## src/rtl/tx_arbiter_pkg.sv

```systemverilog
// Shared types and helpers for the two-channel transmit arbiter.
//   arb_state_t : 3-bit FSM state codes (ARB_IDLE .. ARB_WAIT_DONE)
//   chan_t      : channel identifier, CH_A = 0, CH_B = 1
//   bits_for()  : register width needed to hold values 0..max_val
package tx_arbiter_pkg;

  typedef enum logic [2:0] {
    ARB_IDLE      = 3'd0,
    ARB_LOAD      = 3'd1,
    ARB_CAPTURE   = 3'd2,
    ARB_START     = 3'd3,
    ARB_WAIT_ACK  = 3'd4,
    ARB_WAIT_DONE = 3'd5
  } arb_state_t;

  typedef enum logic {
    CH_A = 1'b0,
    CH_B = 1'b1
  } chan_t;

  function automatic int bits_for(input int max_val);
    return (max_val < 2) ? 1 : $clog2(max_val + 1);
  endfunction

endpackage

```

## src/rtl/tx_arbiter_rr_pick.sv

```systemverilog
// Combinational round-robin channel choice with a burst limit.
// The current owner keeps the line while it has data and has sent fewer
// than BURST consecutive bytes; otherwise a non-empty other channel takes
// over. If only the owner has data it keeps the line and its count restarts.
//   empty_a, empty_b : FIFO empty flags
//   owner            : channel that sent the previous byte
//   burst_cnt        : consecutive bytes already sent by owner
//   chosen           : channel to serve next
//   burst_cnt_next   : burst count after serving chosen (1..BURST)
module rr_pick
  import tx_arbiter_pkg::*;
#(
  parameter int BURST = 4,
  parameter int CNT_W = 3
) (
  input  logic             empty_a,
  input  logic             empty_b,
  input  chan_t            owner,
  input  logic [CNT_W-1:0] burst_cnt,
  output chan_t            chosen,
  output logic [CNT_W-1:0] burst_cnt_next
);

  localparam logic [CNT_W-1:0] BURST_MAX = CNT_W'(BURST);
  localparam logic [CNT_W-1:0] CNT_ONE   = CNT_W'(1);

  logic owner_ready;
  logic other_ready;

  assign owner_ready = (owner == CH_A) ? !empty_a : !empty_b;
  assign other_ready = (owner == CH_A) ? !empty_b : !empty_a;

  always_comb begin
    // NOTE: defaults first so every path assigns both outputs (no latch).
    chosen         = owner;
    burst_cnt_next = CNT_ONE;
    if (owner_ready && (burst_cnt < BURST_MAX)) begin
      burst_cnt_next = burst_cnt + CNT_ONE;
    end else if (other_ready) begin
      chosen = chan_t'(~owner);
    end
  end

endmodule

```

## src/rtl/tx_arbiter.sv

```systemverilog
// Round-robin scheduler sharing one serial transmitter between two byte
// FIFOs. One byte per transaction: pick a channel, pulse its read enable,
// capture the FIFO data, pulse start_tr, then wait for the transmitter to
// raise and drop busy_tr. A transmitter that never raises busy_tr within
// ACK_TO cycles gets err_ack and the byte is dropped.
//   clk, rst          : clock, synchronous active-high reset
//   empty_a/b         : FIFO empty flags
//   re_a/b            : FIFO read enables (one-cycle pulses, never together)
//   data_a/b          : FIFO read data, valid the cycle after re
//   busy_tr           : transmitter busy
//   start_tr          : transmitter start pulse
//   data_tr           : byte to transmit (held until the next capture)
//   grant             : channel of the byte in flight (0=A, 1=B)
//   err_ack           : one-cycle pulse on acknowledge timeout
module tx_arbiter
  import tx_arbiter_pkg::*;
#(
  parameter int DATA_W = 8,
  parameter int BURST  = 4,
  parameter int ACK_TO = 15
) (
  input  logic              clk,
  input  logic              rst,
  input  logic              empty_a,
  output logic              re_a,
  input  logic [DATA_W-1:0] data_a,
  input  logic              empty_b,
  output logic              re_b,
  input  logic [DATA_W-1:0] data_b,
  input  logic              busy_tr,
  output logic              start_tr,
  output logic [DATA_W-1:0] data_tr,
  output logic              grant,
  output logic              err_ack
);

  localparam int CNT_W = bits_for(BURST);
  localparam int ACK_W = bits_for(ACK_TO);
  localparam logic [ACK_W-1:0] ACK_LAST = ACK_W'(ACK_TO - 1);
  localparam logic [ACK_W-1:0] ACK_ONE  = ACK_W'(1);

  arb_state_t       state;
  chan_t            owner;
  logic [CNT_W-1:0] burst_cnt;
  logic [ACK_W-1:0] ack_cnt;
  chan_t            chosen;
  logic [CNT_W-1:0] burst_cnt_next;

  rr_pick #(
    .BURST (BURST),
    .CNT_W (CNT_W)
  ) u_pick (
    .empty_a        (empty_a),
    .empty_b        (empty_b),
    .owner          (owner),
    .burst_cnt      (burst_cnt),
    .chosen         (chosen),
    .burst_cnt_next (burst_cnt_next)
  );

  // owner is updated only at the IDLE->LOAD decision, so it is exactly the
  // channel of the byte in flight and holds until the next LOAD.
  assign grant = owner;

  // Outputs are registered on the transition into the state that owns them:
  // re_x is high during LOAD, start_tr during START.
  always_ff @(posedge clk) begin
    if (rst) begin
      state     <= ARB_IDLE;
      owner     <= CH_A;
      burst_cnt <= '0;
      ack_cnt   <= '0;
      data_tr   <= '0;
      re_a      <= 1'b0;
      re_b      <= 1'b0;
      start_tr  <= 1'b0;
      err_ack   <= 1'b0;
    end else begin
      // NOTE: non-blocking throughout so every register samples pre-edge values.
      re_a     <= 1'b0;
      re_b     <= 1'b0;
      start_tr <= 1'b0;
      err_ack  <= 1'b0;
      case (state)
        ARB_IDLE: begin
          if (!busy_tr && (!empty_a || !empty_b)) begin
            owner     <= chosen;
            burst_cnt <= burst_cnt_next;
            re_a      <= (chosen == CH_A);
            re_b      <= (chosen == CH_B);
            state     <= ARB_LOAD;
          end
        end
        ARB_LOAD: begin
          state <= ARB_CAPTURE;
        end
        ARB_CAPTURE: begin
          data_tr  <= (owner == CH_A) ? data_a : data_b;
          start_tr <= 1'b1;
          state    <= ARB_START;
        end
        ARB_START: begin
          ack_cnt <= '0;
          state   <= ARB_WAIT_ACK;
        end
        ARB_WAIT_ACK: begin
          if (busy_tr) begin
            state <= ARB_WAIT_DONE;
          end else if (ack_cnt == ACK_LAST) begin
            // ACK_TO-th cycle without busy_tr: give up on this byte.
            err_ack <= 1'b1;
            state   <= ARB_IDLE;
          end else begin
            ack_cnt <= ack_cnt + ACK_ONE;
          end
        end
        ARB_WAIT_DONE: begin
          if (!busy_tr) begin
            state <= ARB_IDLE;
          end
        end
        default: begin
          state <= ARB_IDLE;
        end
      endcase
    end
  end

endmodule
```

## config.mk

```make
export PLATFORM = sky130hd
export DESIGN_NAME = tx_arbiter
export DESIGN_NICKNAME = d
export VERILOG_FILES = /design/src/rtl/tx_arbiter_pkg.sv /design/src/rtl/tx_arbiter_rr_pick.sv /design/src/rtl/tx_arbiter.sv
export SDC_FILE = /design/constraint.sdc
export NUM_CORES = 1
export LEC_CHECK = 0
export ABC_AREA = 1
export CAP_MARGIN = 10
export CELL_PAD_IN_SITES_DETAIL_PLACEMENT = 1
export CELL_PAD_IN_SITES_GLOBAL_PLACEMENT = 2
export CORE_UTILIZATION = 25
export CTS_CLUSTER_DIAMETER = 60
export DETAILED_ROUTE_END_ITERATION = 12
export PLACE_DENSITY_LB_ADDON = 0.1
export SLEW_MARGIN = 10
export SYNTH_ARGS = -nofsm -noshare
export SYNTH_HDL_FRONTEND = slang
export SYNTH_SLANG_ARGS = --single-unit
```

## constraint.sdc

```tcl
create_clock -name clk -period 1.34 [get_ports clk]
set_input_delay 0.201 -clock clk [delete_from_list [all_inputs] [get_ports clk]]
set_output_delay 0.201 -clock clk [all_outputs]
set_load 0.02 [all_outputs]
```

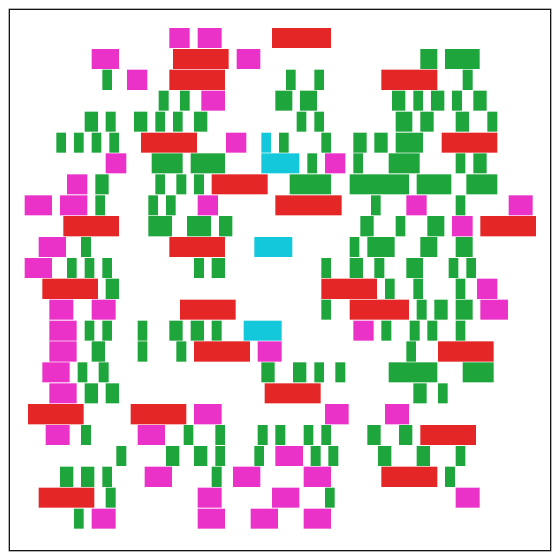
*Placement by cell class*
[all other logic] green | cells: 139
[other buffers and delay cells] magenta | cells: 44
[flip-flops] red | cells: 23
[clock drivers and dummy loads] cyan | cells: 4

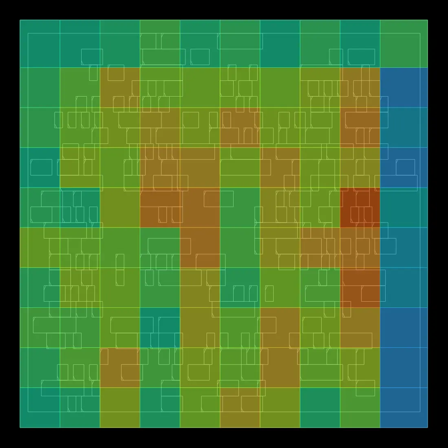
*Track usage over the die*
met1 Usage GRT: 0.167
GRT met2 Usage: 0.253
final core utilization: 0.381
met3 Resource Use GR: 0.0231

==> flow_summary_export.csv <==
group,metric,value,unit
outcome,status,"complete, no violations",
worst_setup_path,required,1.51,ns
layout,nets,235,
global_route,grt_pass1_vias,1253,
logic_synthesis,synth.avg_cell_area,7.02,um^2
worst_setup_path,cpPeakStageDelay,0.37,ns
logic_synthesis,synthCells,166,
min_path,hold_path_end,"data_tr[6]",
place,place.gp.congestion,0.701,
floorplan,die_y,70.3,um
logic_synthesis,syn_area,1170,um^2
worst_setup_path,path_class,"reg2reg",
layout,drive_above_1_share,0.176,
min_path,worstHoldPathType,"reg2reg",
floorplan,fp-row-count,24,
final_timing,finalClockPeriodUsage,0.955,
logic_synthesis,async_reset_ff_frac,0,
logic_synthesis,yosys-stat-cells,166,
final_timing,worst_slew_pin_slew,0.486,ns
final_timing,slew_headroom,0.676,
worst_setup_path,reg2reg_slack,0.06,ns
cts,clockBufferDepth,2,
logic_synthesis,postSynthSeqShare,0.395,
min_path,hold_start,"data_tr[6]",
logic_synthesis,synth_top_area_share,0.395,
global_route,antenna_found_initial,0,
final_timing,finalHoldViolations,0,
power,p_leak,0.768,nW
place,dpl.hpwl,2490,um
final_timing,slew_violations,0,
worst_setup_path,crit_buf_inv,1,
final_timing,finalSetupTns,0,ns
floorplan,dieArea,4940,um^2
final_timing,finalWorstSetupSlack,0.0605,ns
power,total_power,0.00273,W
logic_synthesis,netlist_top_cells_area,"dfxtp_1 (39%), nand2_1 (16%), a21oi_1 (6.9%)",
logic_synthesis,edf_count,0,
layout,lay_top_count,"nand2_1",
logic_synthesis,numSynthFlops,23,
logic_synthesis,yosysWarningCount,0,
logic_synthesis,ys_sh_adder,0.0322,
worst_setup_path,cp-endpoint,"ack_cnt[3]",
global_route,grt_max_degree,19,
cts,htree_levels,1,
final_timing,skew,0.00477,ns
cts,root_buffer,"clkbuf_8",
logic_synthesis,synthTopLogicFamily,"simple AND/OR/NAND/NOR gates",
power,powerDensity,1620,nW/um^2
route,viasPerCell,4.50,
global_route,grt_pass1_wl,5460,um
route,drc,0,
logic_synthesis,synth_cell_types,25,
logic_synthesis,ys.flop_type,"dfxtp_1",
final_timing,rsz0062_at_grt,"true",
worst_setup_path,ff2ff_path_depth,7,
cts,path_clk_slew,0.09,ns
worst_setup_path,r2r_end,"ack_cnt[3]",
worst_setup_path,crit_chain,"inv_1 > ha_2 > nand3_2 > nand4_2 > nand2_4 > o21ai_0 > nor2_1",
place,dp.cells,255,
route,drtIter0Drc,57,
worst_setup_path,cp_max_fo,6,
job,openroad.warnings,28,
worst_setup_path,slowest_stage,"dfxtp_4",
route,firstDrtPassIters,3,
logic_synthesis,yosys-stat-area,1170,um^2
floorplan,die_w,70.3,um
layout,n_antenna_cell,0,
cts,worstSkewPairLatency,0.27,ns
worst_setup_path,arrival,1.45,ns
logic_synthesis,ys_sh_mux,0,
final_timing,setup_violations,0,
floorplan,core,4410,um^2
logic_synthesis,simple_gate_share,0.351,
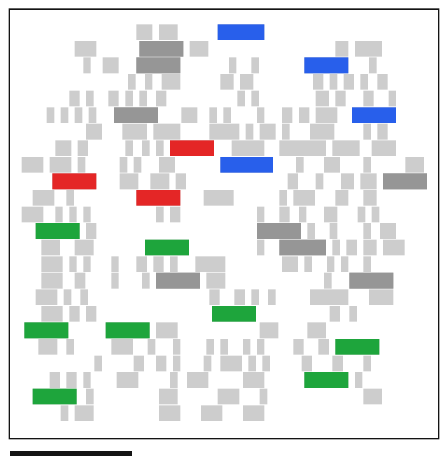
*Sequential cells grouped by signal name*
Bar = 20 um. Other sequential cells in the stronger gray, the rest of the logic in the fainter gray.
[data_tr] green | flops: 8
[burst_cnt] red | flops: 3
[ack_cnt] blue | flops: 4
P_seq: 0.00103 W
fraction of area in registers: 0.278
sequential cell area: 467 um^2

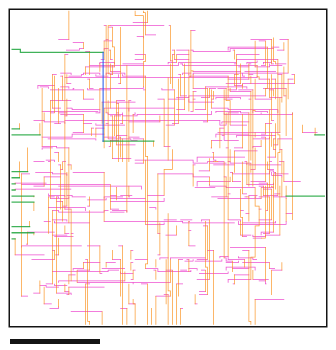
*Wiring by layer*
Bar = 20 um.
[met3] green | wire length: 76.1 um
[met4] blue | wire length: 19.7 um
[met1] magenta | wire length: 1570 um
[met2] orange | wire length: 1670 um
via count: 1179
final wirelength: 3330 um
DR WL/cell: 12.7 um
gr usage total: 0.140

## metal layers
metal / part of all wire / global-route usage
met5: 0 / 0
met4: 0.0057 / 0.0400
met3: 0.023 / 0.0231
met2: 0.50 / 0.253
met1: 0.47 / 0.167
## synthesized netlist by cell type, types with 2 or more instances
| cell | number |
|---|---|
| nand3_2 | 2 |
| nand2_1 | 50 |
| nor2_4 | 2 |
| o21ai_0 | 10 |
| nand3_1 | 6 |
| inv_1 | 17 |
| o21ai_1 | 2 |
| a21oi_2 | 2 |
| a21oi_1 | 16 |
| nor2_1 | 13 |
| ha_1 | 3 |
| dfxtp_1 | 23 |
| inv_2 | 4 |
| buf_2 | 3 |
| nand4_1 | 3 |
## power breakdown
part / internal [W] / total (W) / leakage, nW / switching [W]
sequential: 0.000870 / 0.00103 / 0.189 / 0.000158
combinational: 0.000505 / 0.00124 / 0.556 / 0.000739
clock: 0.000213 / 0.000457 / 0.0228 / 0.000244
total: 0.00159 / 0.00273 / 0.768 / 0.00114
## tightest hold or removal path: cells and delay by family (launching register included)
family	cells	cell delay, ns
buffers and inverters	1	0.05
flip-flops	1	0.31
AND-OR/OR-AND	1	0.05
## registers in the layout (all words and copies together), names as in the netlist
register   count
data_tr        8
re_b           1
burst_cnt      3
grant          1
start_tr       1
state          3
err_ack        1
ack_cnt        4
re_a           1
## layout make-up
| class | instances | area (um^2) |
|---|---|---|
| Fill cell | 561 | 2730 |
| Multi-Input combinational cell | 118 | 629 |
| Sequential cell | 23 | 467 |
| Timing Repair Buffer | 44 | 397 |
| Inverter | 21 | 78.8 |
| Tap cell | 52 | 65.1 |
| Clock buffer | 4 | 45.0 |
## timing repair
action / 4_1_cts / 5_1_grt
endpoints found under the setup margin: 18 / 12
hold buffers: 0 / 0
buffers inserted: 0 / 3
pin swaps: 1 / 3
gates resized: 16 / 7
No activity file was given, so power comes from the tool's default toggle rates.
